===== src/rtl/apb_bridge_pkg.sv =====
// apb_bridge_pkg: shared constants and state encoding for the APB side of the AHB-to-APB bridge
package apb_bridge_pkg;
    localparam int ADDR_W_DEF = 32;
    localparam int DATA_W_DEF = 32;
    // write flag sits just above the address in the FIFO address word
    localparam int WR_BIT = ADDR_W_DEF;
    typedef enum logic [1:0] {
        IDLE   = 2'd0,
        SETUP  = 2'd1,
        ACCESS = 2'd2
    } apb_state_t;
endpackage


===== src/rtl/apb_wait_timer.sv =====
// apb_wait_timer: counts ACCESS cycles without Pready and flags the terminal count
module apb_wait_timer #(
    parameter int TIMEOUT = 256
) (
    input  logic clk,
    input  logic rst,
    input  logic clear,
    input  logic enable,
    output logic timeout_hit
);
    localparam int W = $clog2(TIMEOUT);
    logic [W-1:0] cnt;
    always_ff @(posedge clk or posedge rst)
        if (rst) cnt <= '0;
        else if (clear) cnt <= '0;
        else if (enable) cnt <= cnt + W'(1);
    assign timeout_hit = cnt == W'(TIMEOUT - 1);
endmodule


===== src/rtl/apb_master_fsm.sv =====
// apb_master_fsm: pops bridge FIFO entries and runs one APB SETUP/ACCESS transfer per entry
module apb_master_fsm
    import apb_bridge_pkg::*;
#(
    parameter int ADDR_W  = ADDR_W_DEF,
    parameter int DATA_W  = DATA_W_DEF,
    parameter int TIMEOUT = 256,
    parameter int CNT_W   = 16
) (
    input  logic              Pclk,
    input  logic              rst,
    input  logic              transfer,
    input  logic [ADDR_W:0]   addr_temp,
    input  logic [DATA_W-1:0] data_temp,
    output logic              pop,
    input  logic              Pready,
    input  logic [DATA_W-1:0] Prdata,
    input  logic              Pslverr,
    output logic              Psel,
    output logic              Penable,
    output logic              Pwrite,
    output logic [ADDR_W-1:0] Paddr,
    output logic [DATA_W-1:0] Pwdata,
    output logic [DATA_W-1:0] rdata,
    output logic              rdata_valid,
    output logic              slverr,
    output logic              timeout,
    output logic [CNT_W-1:0]  xfer_count
);
    apb_state_t state, state_nxt;
    logic hit;
    apb_wait_timer #(.TIMEOUT(TIMEOUT)) u_timer (
        .clk        (Pclk),
        .rst        (rst),
        .clear      (state == IDLE && transfer),
        .enable     (state == ACCESS && !Pready),
        .timeout_hit(hit)
    );
    always_ff @(posedge Pclk or posedge rst)
        if (rst) state <= IDLE;
        else state <= state_nxt;
    always_comb begin
        state_nxt = state == IDLE   ? (transfer ? SETUP : IDLE) :
                    state == SETUP  ? ACCESS :
                    (state == ACCESS && !pop) ? ACCESS : IDLE;
    end
    always_comb begin
        Psel    = state != IDLE;
        Penable = state == ACCESS;
        pop     = state == ACCESS && (Pready || hit);
    end
    // request fields are captured once in IDLE and held until the next entry
    always_ff @(posedge Pclk or posedge rst)
        if (rst) begin
            Paddr       <= '0;
            Pwrite      <= 1'b0;
            Pwdata      <= '0;
            rdata       <= '0;
            rdata_valid <= 1'b0;
            slverr      <= 1'b0;
            timeout     <= 1'b0;
            xfer_count  <= '0;
        end else begin
            if (state == IDLE && transfer) begin
                Paddr  <= addr_temp[ADDR_W-1:0];
                Pwrite <= addr_temp[ADDR_W];
                Pwdata <= data_temp;
            end
            if (pop && Pready && !Pwrite) rdata <= Prdata;
            rdata_valid <= pop && Pready && !Pwrite;
            slverr      <= pop && Pready && Pslverr;
            timeout     <= pop && !Pready;
            if (pop) xfer_count <= xfer_count + CNT_W'(1);
        end
endmodule


===== config.mk =====
export PLATFORM = sky130hd
export DESIGN_NAME = apb_master_fsm
export DESIGN_NICKNAME = d
export VERILOG_FILES = /design/src/rtl/apb_bridge_pkg.sv /design/src/rtl/apb_wait_timer.sv /design/src/rtl/apb_master_fsm.sv
export SDC_FILE = /design/constraint.sdc
export NUM_CORES = 1
export LEC_CHECK = 0
export ABC_AREA = 1
export CORE_ASPECT_RATIO = 1.2
export CORE_UTILIZATION = 43
export DETAILED_ROUTE_END_ITERATION = 6
export GPL_TIMING_DRIVEN = 0
export HOLD_SLACK_MARGIN = 0.02
export PLACE_DENSITY = 0.8
export SLEW_MARGIN = 40
export SYNTH_ARGS = -nofsm -noshare
export SYNTH_HDL_FRONTEND = slang
export SYNTH_SLANG_ARGS = --single-unit

===== constraint.sdc =====
create_clock -name Pclk -period 5.98 [get_ports Pclk]
set_clock_uncertainty 0.15 [all_clocks]
set_input_delay 1.196 -clock Pclk [delete_from_list [all_inputs] [get_ports Pclk]]
set_output_delay 1.196 -clock Pclk [all_outputs]
set_load 0.005 [all_outputs]

==> flow_summary.ini, run 1 <==
; yosys + openroad results
[status]
outcome = finished, final reports clean

[place]
place_ws_ns = 1.846
port_buffers = 220
globalplace.congestion = 0.7946
place_area_um2 = 7634

[logic_synthesis]
synth_cell_types = 27
netlist_area_um2 = 5200
ys.flop_type = dfrtp_1
synth-edff-count = 0
ys.flops = 126
synth_nets = 722
synthTopCellsByCount = nand2_1, dfrtp_1, nor2_1
yosys_warnings = 0
synth.avg_cell_area_um2 = 8.414
synthCells = 618

[cells_and_area]
inverters = 29
nNonClkBuffers = 243
seq_area_um2 = 3153
seq_area_share_pct = 38.28
final_common_cell = nand2_1
final_cell_mix = nand2_1, clkdlybuf4s50_1, dfrtp_1
drive_above_1_share_pct = 7.233
largest_class = registers
buf_share_pct = 28.51
largestRegisters = Paddr x32, Pwdata x32, rdata x32
final_area_um2 = 8237
nNetsFinal = 962
seq_cells = 126
num_antenna_cells = 0
fillCellCount = 905
layout-area-overhead-vs-synth_pct = 58.40

[critical_path]
crit_required_ns = 4.63
cp_cell_sequence = clkdlybuf4s50_1 > inv_1 > nand2_2 > nand2_2 > clkinv_2 > clkdlybuf4s50_1
rrSetupSlack_ns = 4.19
cp_slowest_cell = clkdlybuf4s50_1
crit_start = Pready
crit_family = buffers and inverters
rr_worst_depth = 9
path_max_fanout = 9
reg2reg_from = u_timer.cnt[0]$_DFFE_PP0P_
crit_arrival_ns = 2.79
critical_path.endpoint_type = output port

[timing]
maxSlewViolCount = 0
hold_viol = 0
max_slew.worst_pin.slew_ns = 0.4983
finalSetupViolCount = 0
rsz0062_at_grt = no
hold_ws_ns = 0.3189
setup_ws_ns = 1.848
final.min_clock_period_ns = 4.132
clock.fmax_mhz = 242.0

[power]
netSwitchingFraction_pct = 32.10
p_seq_share_pct = 36.0
powerComb_mw = 1.54
p_seq_mw = 1.45
p_total_mw = 4.013
power_switching_mw = 1.288
p_int_mw = 2.725
p_per_area_nw_per_um2 = 487.2
power-top-group = combinational cells
p_leak_nw = 3.981

[global_route]
grt_first_pass_wirelength_mm = 22.81
grt_pass1_vias = 4789

[die]
core_um2 = 11670
ios = 221
fp.dieH_um = 122.5

[run]
warnings = 26

[route]
dr_wl_met2_mm = 7.482
drtIter0Drc = 191
wl_met3_mm = 1.283
ant_nets = 0
met1_length_mm = 5.569
first_pass_iters = 4

[clock_tree]
clockBufferDepth = 2
clock_sinks = 126
cts.hold.buffers_added = 0
cts_tree = built
clkLatencyLatePin_ns = 0.41
htreeDepth = 4
root_buffer = clkbuf_16
numCtsBuffers = 17
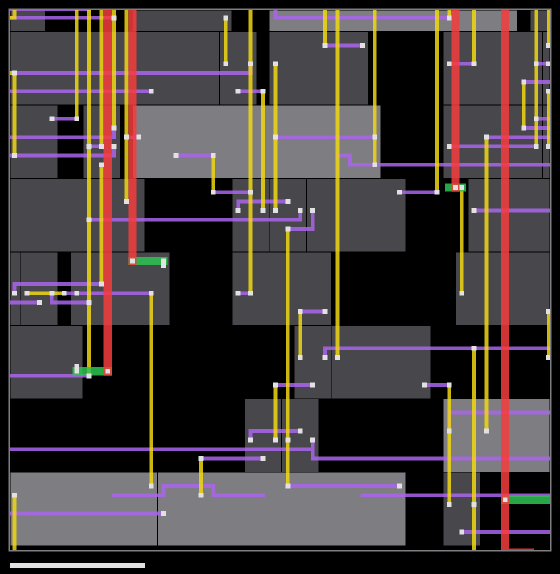
(run_1/zoom.png)
Bar = 5 um. Region (41, 76) to (61, 96) um. Cells in grey, sequential cells in the stronger grey; small squares are vias.
| colour | layer |
|---|---|
| yellow | met2 |
| green | met3 |
| red | met4 |
| purple | met1 |
cells with their middle in the window: 24
sequential cells in the window: 3
netlist names of flops here include: Paddr (2), Pwdata (1)
most frequent: clkdlybuf4s50_1 (10), nand2_1 (9), dfrtp_1 (3)

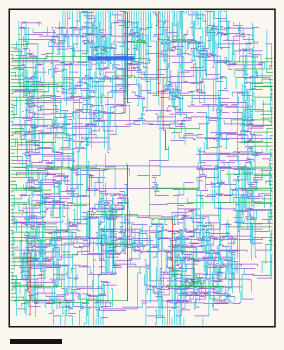
(run_1/metal_stack.png)
Bar = 20 um.
| colour | layer | wire length |
|---|---|---|
| purple | met1 | 5570 um |
| red | met4 | 326 um |
| blue | met5 | 16.6 um |
| cyan | met2 | 7480 um |
| green | met3 | 1280 um |
Wirelength per Cell: 14.28 um
routed vias: 4912
WL final: 14.68 mm
GRT Overall Usage: 24.22%

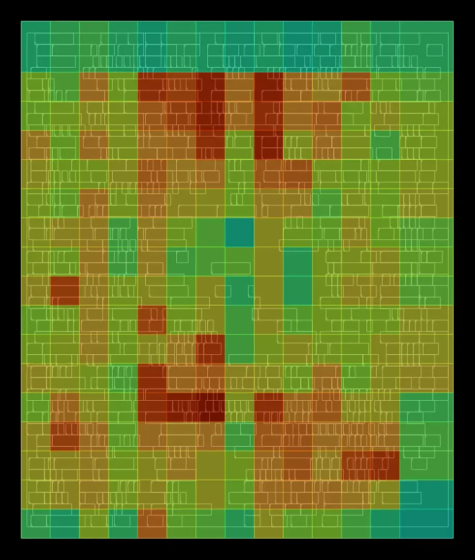
(run_1/final_congestion.png)
Most Used Layer, Global Route: met2
grt met2 use: 42.32%
final core occ: 70.55%
met3 GRT Util: 9.852%

==> run_1/gate_families.png <==
Bar = 20 um.
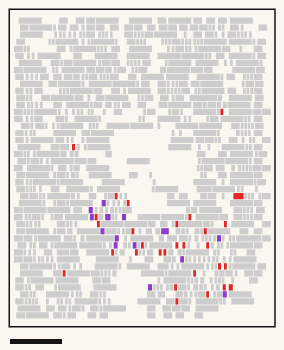

==> run 2, diff against run 1 <==
- clock period: 5.98 -> 4.2 ns (I/O delays scaled with it)
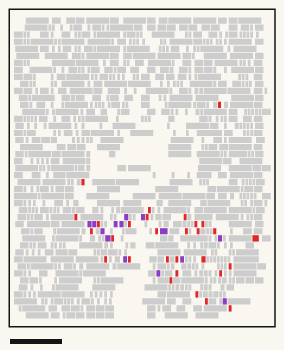
(run_2/gate_families.png)
Bar = 20 um.
| colour | family | cells |
|---|---|---|
| red | inverters | 29 |
| purple | inverting AOI/OAI gates | 14 |

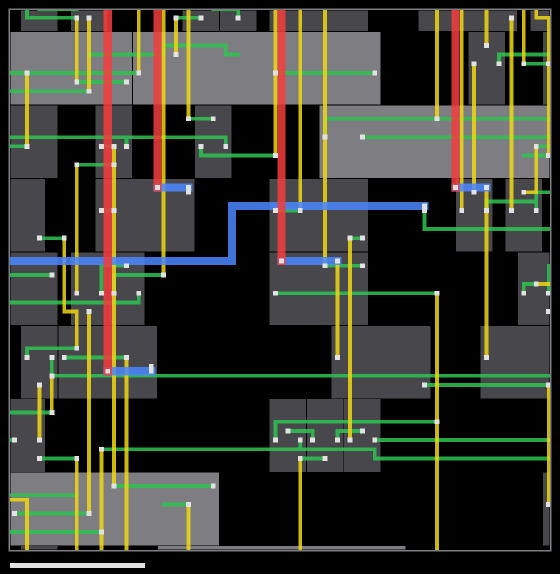
(run_2/zoom.png)
Bar = 5 um. Region (41, 76) to (61, 96) um. Cells in grey, sequential cells in the stronger grey; small squares are vias.
| colour | layer |
|---|---|
| green | met1 |
| yellow | met2 |
| red | met4 |
| blue | met3 |
cells with their middle in the window: 22
netlist names of flops here include: Paddr (2), rdata (1)
sequential cells in the window: 3
most frequent: nand2_1 (13), clkdlybuf4s50_1 (6), dfrtp_1 (3)

==> run 2 against run 1 <==
Effect of this change:
- die area unchanged
- via count increased by 0.55%
- non-clock buffer count increased by 4
- synthesized area unchanged
- cell count increased by 0.29%
- power increased by 40%
- sequential power increased by 42%
- worst hold slack about the same
- sequential share of layout area decreased by 0.19 points
- critical endpoint unchanged
- core utilization increased by 0.34 points
- critical path depth unchanged
- register-to-register slack got worse by 1.8 ns
==> flow_summary.ini, run 2 <==
; yosys + openroad results
[cells_and_area]
seq_cells = 126
buf_share_pct = 29.43
largestRegisters = Paddr x32, Pwdata x32, rdata x32
num_antenna_cells = 0
seq_area_share_pct = 38.10
drive_above_1_share_pct = 7.551

[clock_tree]
cts_tree = built
clkLatencyLatePin_ns = 0.41
numCtsBuffers = 17
root_buffer = clkbuf_16

[die]
core_um2 = 11670
fp.dieH_um = 122.5

[status]
outcome = finished, final reports clean

[logic_synthesis]
synthTopCellsByCount = nand2_1, dfrtp_1, nor2_1
synth.avg_cell_area_um2 = 8.414
netlist_area_um2 = 5200
synth-edff-count = 0
synthCells = 618

[timing]
hold_ws_ns = 0.3190
setup_ws_ns = 0.7773
finalSetupViolCount = 0
maxSlewViolCount = 0
hold_viol = 0

[global_route]
track_usage_pct = 24.58
grtUsageMet3_pct = 8.884
grt_first_pass_wirelength_mm = 23.48
grt_use_met2_pct = 41.99

[critical_path]
critical_path.endpoint_type = output port
crit_required_ns = 3.21
crit_arrival_ns = 2.43
crit_family = buffers and inverters

[run]
warnings = 26

[power]
netSwitchingFraction_pct = 32.30

[route]
wl_met3_mm = 1.336

[place]
port_buffers = 220
==> run 3, diff against run 2 <==
- clock period: 4.2 -> 3.4 ns (I/O delays scaled with it)
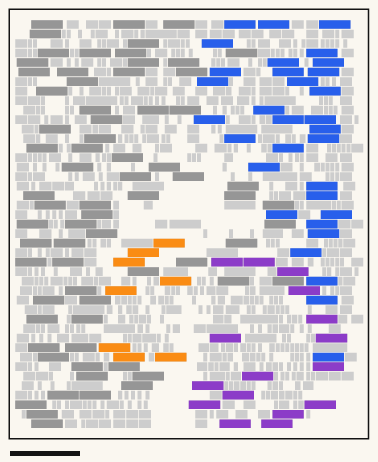
(run_3/registers.png)
Bar = 20 um. Other sequential cells in the stronger grey, the rest of the logic in the fainter grey.
| colour | netlist name | sequential cells |
|---|---|---|
| purple | xfer_count | 16 |
| blue | rdata | 32 |
| orange | u_timer.cnt | 8 |
Reg area: 3153 um^2
final core occ: 70.89%
Seq/total area: 38.10%

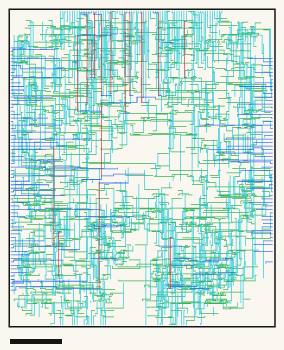
(run_3/metal_stack.png)
Bar = 20 um.
| colour | layer | wire length |
|---|---|---|
| green | met1 | 5610 um |
| red | met4 | 469 um |
| blue | met3 | 1340 um |
| cyan | met2 | 7610 um |
GRT Overall Usage: 24.58%
routed vias: 4939
Wirelength per Cell: 14.57 um

==> run 3 against run 2 <==
Effect of this change:
- wire length unchanged
- flip-flop count unchanged
- die area unchanged
- sequential share of layout area unchanged
- power rose by 24%
- via count unchanged
- sequential power up 23%
==> flow_summary.ini, run 3 <==
; yosys + openroad results
[critical_path]
crit_arrival_ns = 2.27
crit_family = buffers and inverters
crit_start = Pready
crit_required_ns = 2.57

[cells_and_area]
inverters = 29
final_common_cell = nand2_1
drive_above_1_share_pct = 7.551
seq_cells = 126
largestRegisters = Paddr x32, Pwdata x32, rdata x32
buf_share_pct = 29.43
final_area_um2 = 8277
num_antenna_cells = 0
nNonClkBuffers = 247

[status]
outcome = finished, final reports clean

[route]
wl_met3_mm = 1.336
dr_wl_met2_mm = 7.606
ant_nets = 0
drt-total-wl_mm = 15.03

[global_route]
grt_pass1_vias = 4985
grt_first_pass_wirelength_mm = 23.48

[timing]
setup_ws_ns = 0.2973
max_slew.worst_pin.slew_ns = 0.4710
finalSetupViolCount = 0

[logic_synthesis]
netlist_area_um2 = 5200
ys.flop_type = dfrtp_1

[clock_tree]
cts.hold.buffers_added = 0
cts_tree = built
clock_sinks = 126
root_buffer = clkbuf_16

[place]
port_buffers = 220
place_area_um2 = 7717

[power]
p_int_mw = 4.714
powerComb_mw = 2.72
p_leak_nw = 4.005

[die]
ios = 221
fp.dieH_um = 122.5
Power is estimated from default activity; no workload was simulated.
